===== src/rtl/usb_reset_pkg.sv =====
// Shared encodings for the host-side USB bus-reset / speed negotiator.
// Holds speed codes, UTMI line-state, OpMode and XcvrSelect constants, chirp data and the FSM state type.
// Optional macro USB_RESET_LS_DETECT_EN adds the LS_PROBE state.
package usb_reset_pkg;

    localparam logic [1:0] SPEED_UNKNOWN = 2'b00;
    localparam logic [1:0] SPEED_FS      = 2'b01;
    localparam logic [1:0] SPEED_HS      = 2'b10;
    localparam logic [1:0] SPEED_LS      = 2'b11;

    localparam logic [1:0] LINE_SE0 = 2'b00;
    localparam logic [1:0] LINE_J   = 2'b01;
    localparam logic [1:0] LINE_K   = 2'b10;
    localparam logic [1:0] LINE_SE1 = 2'b11;

    // OpMode 10 disables bit stuffing and NRZI so SE0 and raw chirp bytes reach the wire.
    localparam logic [1:0] OPMODE_NORMAL = 2'b00;
    localparam logic [1:0] OPMODE_CHIRP  = 2'b10;

    localparam logic [1:0] XCVR_HS = 2'b00;
    localparam logic [1:0] XCVR_FS = 2'b01;
    localparam logic [1:0] XCVR_LS = 2'b10;

    localparam logic [7:0] CHIRP_K = 8'h00;
    localparam logic [7:0] CHIRP_J = 8'hFF;

    typedef enum logic [2:0] {
        IDLE,
        SE0,
        WAIT_KEND,
        HCHIRP,
        DONE_HS,
        DONE_FS
`ifdef USB_RESET_LS_DETECT_EN
        ,
        LS_PROBE
`endif
    } state_e;

    function automatic int max_int(input int a, input int b);
        return (a > b) ? a : b;
    endfunction

endpackage


===== src/rtl/usb_linestate_filter.sv =====
// Run-length detector: match_o is high in the Nth consecutive cycle where line_state_i == target_i while enabled.
// Latency: combinational match on the Nth sample; counter registered. No backpressure.
// Ports: clk/rst_n, line_state_i, target_i, enable_i in; match_o out.
module usb_linestate_filter #(
    parameter int N = 150,
    parameter int W = $clog2(N) + 1
) (
    input  logic       clk,
    input  logic       rst_n,
    input  logic [1:0] line_state_i,
    input  logic [1:0] target_i,
    input  logic       enable_i,
    output logic       match_o
);

    localparam logic [W-1:0] LAST = W'(N - 1);

    logic         hit;
    logic [W-1:0] cnt_q;
    logic [W-1:0] cnt_d;

    assign hit = enable_i && (line_state_i == target_i);

    // Any non-target cycle (or disable) restarts the run; saturate so a long run keeps matching.
    always_comb begin
        cnt_d = '0;
        if (hit) begin
            cnt_d = (cnt_q == LAST) ? cnt_q : cnt_q + 1'b1;
        end
    end

    always_ff @(posedge clk or negedge rst_n) begin
        if (!rst_n) begin
            cnt_q <= '0;
        end else begin
            cnt_q <= cnt_d;
        end
    end

    assign match_o = hit && (cnt_q == LAST);

endmodule


===== src/rtl/usb_reset_negotiator.sv =====
// Host bus-reset controller: drives SE0, detects device Chirp K, answers with K/J chirp train, settles HS or FS.
// Latency: request to reset_done is RESET_CYCLES+1 cycles (RESET_CYCLES+17 with USB_RESET_LS_DETECT_EN).
// Backpressure: chirp beats only advance on cycles with utmi_tx_ready; the master timer never stalls.
// Ports: link side bus_reset_req/hs_allow in, reset_active/reset_done/detected_speed/chirp_fail out;
//        UTMI side phy_op_mode/phy_xcvr_select/phy_term_select/utmi_tx_* out, phy_line_state/utmi_tx_ready in.
module usb_reset_negotiator
    import usb_reset_pkg::*;
#(
    parameter int RESET_CYCLES      = 600000,
    parameter int CHIRP_K_MIN       = 150,
    parameter int DEV_CHIRP_TIMEOUT = 420000,
    parameter int CHIRP_BEAT        = 3000,
    parameter int MIN_KJ_PAIRS      = 3
) (
    input  logic       clk,
    input  logic       rst_n,
    input  logic       bus_reset_req,
    input  logic       hs_allow,
    output logic       reset_active,
    output logic       reset_done,
    output logic [1:0] detected_speed,
    output logic       chirp_fail,
    output logic [1:0] phy_op_mode,
    output logic [1:0] phy_xcvr_select,
    output logic       phy_term_select,
    input  logic [1:0] phy_line_state,
    output logic [7:0] utmi_tx_data,
    output logic       utmi_tx_valid,
    input  logic       utmi_tx_ready
);

    localparam int MAX_P = max_int(max_int(max_int(RESET_CYCLES, CHIRP_K_MIN),
                                           max_int(DEV_CHIRP_TIMEOUT, CHIRP_BEAT)),
                                   MIN_KJ_PAIRS);
    localparam int CW = $clog2(MAX_P) + 1;

    localparam logic [CW-1:0] TMR_LAST  = CW'(RESET_CYCLES - 1);
    localparam logic [CW-1:0] CHIRP_TMO = CW'(DEV_CHIRP_TIMEOUT);
    localparam logic [CW-1:0] BEAT_LAST = CW'(CHIRP_BEAT - 1);
    localparam logic [CW-1:0] PAIRS_MIN = CW'(MIN_KJ_PAIRS);

    // Every Full-Speed outcome leaves through FS_EXIT so the optional LS probe slots in uniformly.
`ifdef USB_RESET_LS_DETECT_EN
    localparam state_e FS_EXIT = LS_PROBE;
`else
    localparam state_e FS_EXIT = DONE_FS;
`endif

    state_e          state_q, state_d;
    logic [CW-1:0]   tmr_q, tmr_d;
    logic [CW-1:0]   beat_cnt_q, beat_cnt_d;
    logic            beat_j_q, beat_j_d;
    logic [CW-1:0]   pairs_q, pairs_d;
    logic            hs_allow_q, hs_allow_d;
    logic            se1_prev_q, se1_prev_d;
    logic [1:0]      speed_q, speed_d;
    logic            chirp_fail_q, chirp_fail_d;

    logic            in_reset;
    logic            tmr_expired;
    logic            se1_abort;
    logic            k_match;

    usb_linestate_filter #(
        .N (CHIRP_K_MIN),
        .W (CW)
    ) u_chirp_k_filt (
        .clk          (clk),
        .rst_n        (rst_n),
        .line_state_i (phy_line_state),
        .target_i     (LINE_K),
        .enable_i     (state_q == SE0),
        .match_o      (k_match)
    );

`ifdef USB_RESET_LS_DETECT_EN
    logic [3:0] probe_cnt_q, probe_cnt_d;
    logic       ls_match;

    // LS devices idle with D- high, which reads as K on a FS-configured transceiver.
    usb_linestate_filter #(
        .N (16),
        .W (5)
    ) u_ls_probe_filt (
        .clk          (clk),
        .rst_n        (rst_n),
        .line_state_i (phy_line_state),
        .target_i     (LINE_K),
        .enable_i     (state_q == LS_PROBE),
        .match_o      (ls_match)
    );

    always_ff @(posedge clk or negedge rst_n) begin
        if (!rst_n) begin
            probe_cnt_q <= '0;
        end else begin
            probe_cnt_q <= probe_cnt_d;
        end
    end
`endif

    always_comb begin
        in_reset = 1'b0;
        unique case (state_q)
            SE0, WAIT_KEND, HCHIRP: in_reset = 1'b1;
`ifdef USB_RESET_LS_DETECT_EN
            LS_PROBE:               in_reset = 1'b1;
`endif
            default:                in_reset = 1'b0;
        endcase
    end

    assign tmr_expired = (tmr_q == TMR_LAST);
    // se1_prev_q only records SE1 seen in an active state, so two in a row means a genuine SE1 run.
    assign se1_abort   = (phy_line_state == LINE_SE1) && se1_prev_q;

    always_ff @(posedge clk or negedge rst_n) begin
        if (!rst_n) begin
            state_q      <= IDLE;
            tmr_q        <= '0;
            beat_cnt_q   <= '0;
            beat_j_q     <= 1'b0;
            pairs_q      <= '0;
            hs_allow_q   <= 1'b0;
            se1_prev_q   <= 1'b0;
            speed_q      <= SPEED_UNKNOWN;
            chirp_fail_q <= 1'b0;
        end else begin
            state_q      <= state_d;
            tmr_q        <= tmr_d;
            beat_cnt_q   <= beat_cnt_d;
            beat_j_q     <= beat_j_d;
            pairs_q      <= pairs_d;
            hs_allow_q   <= hs_allow_d;
            se1_prev_q   <= se1_prev_d;
            speed_q      <= speed_d;
            chirp_fail_q <= chirp_fail_d;
        end
    end

    always_comb begin
        state_d      = state_q;
        tmr_d        = tmr_q;
        beat_cnt_d   = beat_cnt_q;
        beat_j_d     = beat_j_q;
        pairs_d      = pairs_q;
        hs_allow_d   = hs_allow_q;
        se1_prev_d   = 1'b0;
        speed_d      = speed_q;
        chirp_fail_d = chirp_fail_q;
`ifdef USB_RESET_LS_DETECT_EN
        probe_cnt_d  = probe_cnt_q;
`endif

        // Master timer runs from SE0 entry to completion and is never restarted mid-reset.
        if (in_reset) begin
            tmr_d      = tmr_q + 1'b1;
            se1_prev_d = (phy_line_state == LINE_SE1);
        end

        unique case (state_q)
            IDLE: begin
                if (bus_reset_req) begin
                    hs_allow_d   = hs_allow;
                    chirp_fail_d = 1'b0;
                    speed_d      = SPEED_UNKNOWN;
                    tmr_d        = '0;
                    beat_cnt_d   = '0;
                    beat_j_d     = 1'b0;
                    pairs_d      = '0;
                    state_d      = SE0;
                end
            end
            SE0: begin
                if (se1_abort) begin
                    state_d      = FS_EXIT;
                    speed_d      = SPEED_FS;
                    chirp_fail_d = 1'b1;
                end else if (tmr_expired) begin
                    state_d = FS_EXIT;
                    speed_d = SPEED_FS;
                end else if (k_match && (tmr_q < CHIRP_TMO) && hs_allow_q) begin
                    state_d = WAIT_KEND;
                end
            end
            WAIT_KEND: begin
                if (se1_abort || tmr_expired) begin
                    state_d      = FS_EXIT;
                    speed_d      = SPEED_FS;
                    chirp_fail_d = 1'b1;
                end else if (phy_line_state != LINE_K) begin
                    state_d = HCHIRP;
                end
            end
            HCHIRP: begin
                if (utmi_tx_ready) begin
                    if (beat_cnt_q == BEAT_LAST) begin
                        beat_cnt_d = '0;
                        beat_j_d   = ~beat_j_q;
                        // A pair completes when a J beat ends.
                        if (beat_j_q && (pairs_q != '1)) begin
                            pairs_d = pairs_q + 1'b1;
                        end
                    end else begin
                        beat_cnt_d = beat_cnt_q + 1'b1;
                    end
                end
                if (se1_abort) begin
                    state_d      = FS_EXIT;
                    speed_d      = SPEED_FS;
                    chirp_fail_d = 1'b1;
                end else if (tmr_expired) begin
                    if (pairs_q >= PAIRS_MIN) begin
                        state_d = DONE_HS;
                        speed_d = SPEED_HS;
                    end else begin
                        state_d      = FS_EXIT;
                        speed_d      = SPEED_FS;
                        chirp_fail_d = 1'b1;
                    end
                end
            end
`ifdef USB_RESET_LS_DETECT_EN
            LS_PROBE: begin
                probe_cnt_d = probe_cnt_q + 1'b1;
                if (se1_abort) begin
                    state_d      = DONE_FS;
                    chirp_fail_d = 1'b1;
                end else if (probe_cnt_q == 4'd15) begin
                    state_d = DONE_FS;
                    if (ls_match) begin
                        speed_d = SPEED_LS;
                    end
                end
            end
`endif
            DONE_HS, DONE_FS: begin
                state_d = IDLE;
            end
            default: begin
                state_d = IDLE;
            end
        endcase
    end

    // Moore output decode; IDLE keeps the transceiver in the configuration of the last outcome.
    always_comb begin
        reset_done      = 1'b0;
        phy_op_mode     = OPMODE_NORMAL;
        phy_xcvr_select = XCVR_FS;
        phy_term_select = 1'b1;
        utmi_tx_data    = CHIRP_K;
        utmi_tx_valid   = 1'b0;
        unique case (state_q)
            IDLE: begin
                if (speed_q == SPEED_HS) begin
                    phy_xcvr_select = XCVR_HS;
                    phy_term_select = 1'b0;
                end else if (speed_q == SPEED_LS) begin
                    phy_xcvr_select = XCVR_LS;
                end
            end
            SE0, WAIT_KEND: begin
                phy_op_mode     = OPMODE_CHIRP;
                phy_xcvr_select = XCVR_HS;
                phy_term_select = 1'b0;
            end
            HCHIRP: begin
                phy_op_mode     = OPMODE_CHIRP;
                phy_xcvr_select = XCVR_HS;
                phy_term_select = 1'b0;
                utmi_tx_valid   = 1'b1;
                utmi_tx_data    = beat_j_q ? CHIRP_J : CHIRP_K;
            end
            DONE_HS: begin
                phy_xcvr_select = XCVR_HS;
                phy_term_select = 1'b0;
                reset_done      = 1'b1;
            end
            DONE_FS: begin
                phy_xcvr_select = (speed_q == SPEED_LS) ? XCVR_LS : XCVR_FS;
                reset_done      = 1'b1;
            end
            default: begin
            end
        endcase
    end

    assign reset_active   = in_reset;
    assign detected_speed = speed_q;
    assign chirp_fail     = chirp_fail_q;

endmodule


===== config.mk =====
export PLATFORM = sky130hd
export DESIGN_NAME = usb_reset_negotiator
export DESIGN_NICKNAME = d
export VERILOG_FILES = /design/src/rtl/usb_reset_pkg.sv /design/src/rtl/usb_linestate_filter.sv /design/src/rtl/usb_reset_negotiator.sv
export SDC_FILE = /design/constraint.sdc
export NUM_CORES = 1
export LEC_CHECK = 0
export ABC_CLOCK_PERIOD_IN_PS = 2300
export CORE_ASPECT_RATIO = 0.5
export CORE_MARGIN = 2
export CORE_UTILIZATION = 35
export DETAILED_ROUTE_END_ITERATION = 8
export SYNTH_ARGS = -nofsm -noshare
export SYNTH_HDL_FRONTEND = slang
export SYNTH_SLANG_ARGS = --single-unit

===== constraint.sdc =====
create_clock -name clk -period 2.3 [get_ports clk]
set_input_delay 0.69 -clock clk [delete_from_list [all_inputs] [get_ports clk]]
set_output_delay 0.69 -clock clk [all_outputs]
set_load 0.01 [all_outputs]

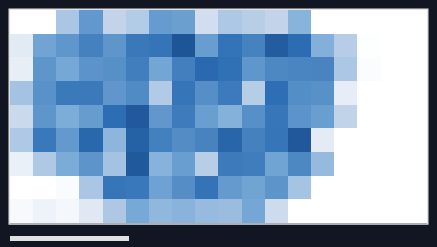
Figure 1: local utilization.
The bar under the picture is 50 µm long. 18 x 9 tiles, from white (low) to dark blue (high), 0 to 100% covered.
7.4% of the tiles are over 75% full. The emptiest ninth of the die: south-east. The fullest tile reaches 85%. 25% of the tiles are nearly empty.
Init Core Util: 35.7%
total core area: 14400 µm²
Final Util: 44.6%

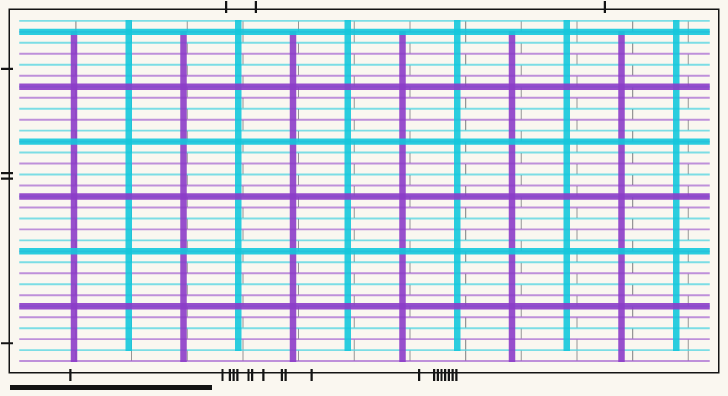
Figure 2: supply network.
The bar under the picture is 50 µm long. Pins as bars on the die edge. Tap cells in grey.
Purple is VSS. Cyan is VDD.
198 tap cells. 26 signal pins sit on the boundary. 6 straps on met5.
peak supply drop: 0.000546 V
chip width: 175 µm

==> results.py <==
# Synthesis and PnR figures
metrics = {
    "outcome": {
        "outcome": "finished, final reports clean",
    },
    "cells_and_area": {
        "multi_input_comb_cells": 444,
        "buffers": 97,
        "regArea_um2": 2330,
        "seq_cells": 93,
    },
    "global_route": {
        "grt_pass1_vias": 4353,
        "met1_usage_pct": 21.5,
    },
    "synth": {
        "ys.warnings.count": 0,
        "edf_count": 0,
        "ys_cells": 575,
        "flop_cell": "dfrtp_1",
    },
    "sta": {
        "finalHoldViolCount": 0,
        "finalSetupViolations": 0,
        "timing.final.crit_share_pct": 98.1,
        "maxSlewHeadroom_pct": 66.4,
        "tns_ns": 0,
    },
    "job": {
        "cap_viol_max_count": 0,
    },
    "placement": {
        "place_area_um2": 6030,
        "dp_cells": 840,
    },
    "routing": {
        "wire_per_inst_um": 14.4,
        "vias_per_cell": 5.14,
    },
    "power_and_ir_drop": {
        "p_clk_share_pct": 33.9,
        "power.density_nw_per_um2": 647,
        "internal_power_w": 0.00291,
        "switching_share_pct": 30.1,
        "clock_net_power_w": 0.00141,
    },
    "worst_setup_path": {
        "cp.required_ns": 2.53,
        "cp_num_cells": 7,
        "cp_max_fo": 3,
        "path_class": "in -> reg",
        "critPathSlowestCell": "or4_4",
        "reg2reg_depth": 7,
        "max_stage_delay_ns": 0.55,
        "crit_family": "simple AND/OR/NAND/NOR gates",
    },
    "clock_tree": {
        "path_clk_slew_ns": 0.07,
    },
}
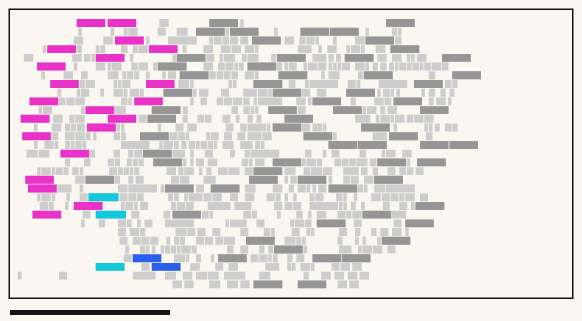
Figure 3: sequential cells coloured by netlist name.
The bar under the picture is 50 µm long.
Magenta is `tmr_q`, sequential cells 21. Blue is `detected_speed`, sequential cells 2. Cyan is `state_q`, sequential cells 3.

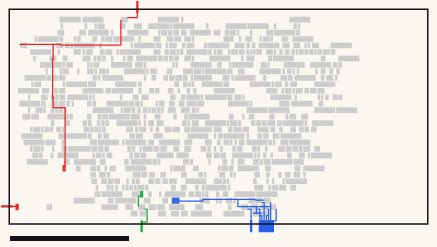
Figure 4: wires at chosen ports, followed through buffers.
The bar under the picture is 50 µm long.
Red is `phy_op_mode`, bits 2, direction output, end cells 2, buffers 1, wire 122 µm. Blue is `utmi_tx_data`, bits 8, direction output, end cells 1, buffers 8, wire 112 µm. Green is `reset_done`, bits 1, direction output, end cells 1, buffers 1, wire 14.2 µm.

## sequential cells by signal, indices dropped and copies added, names as in the netlist
register and count:
pairs_q 21, se1_prev_q 1, beat_cnt_q 21, state_q 3
beat_j_q 1, u_chirp_k_filt.cnt_q 21, detected_speed 2, hs_allow_q 1
chirp_fail 1, tmr_q 21
## repair_timing
action,in CTS,in global routing
gates resized,24,20
setup endpoints to repair,18,27
setup buffers,2,3
pin swaps,0,5
## cell families after synthesis
group / share of synthesized area (%)
mux: 0.389
flops: 45.2
xor+xnor: 10.2
buf+inv: 3.72
other cells: 0.0729
fa+ha+maj: 1.22
simple gates: 29.2
compound gates: 9.97
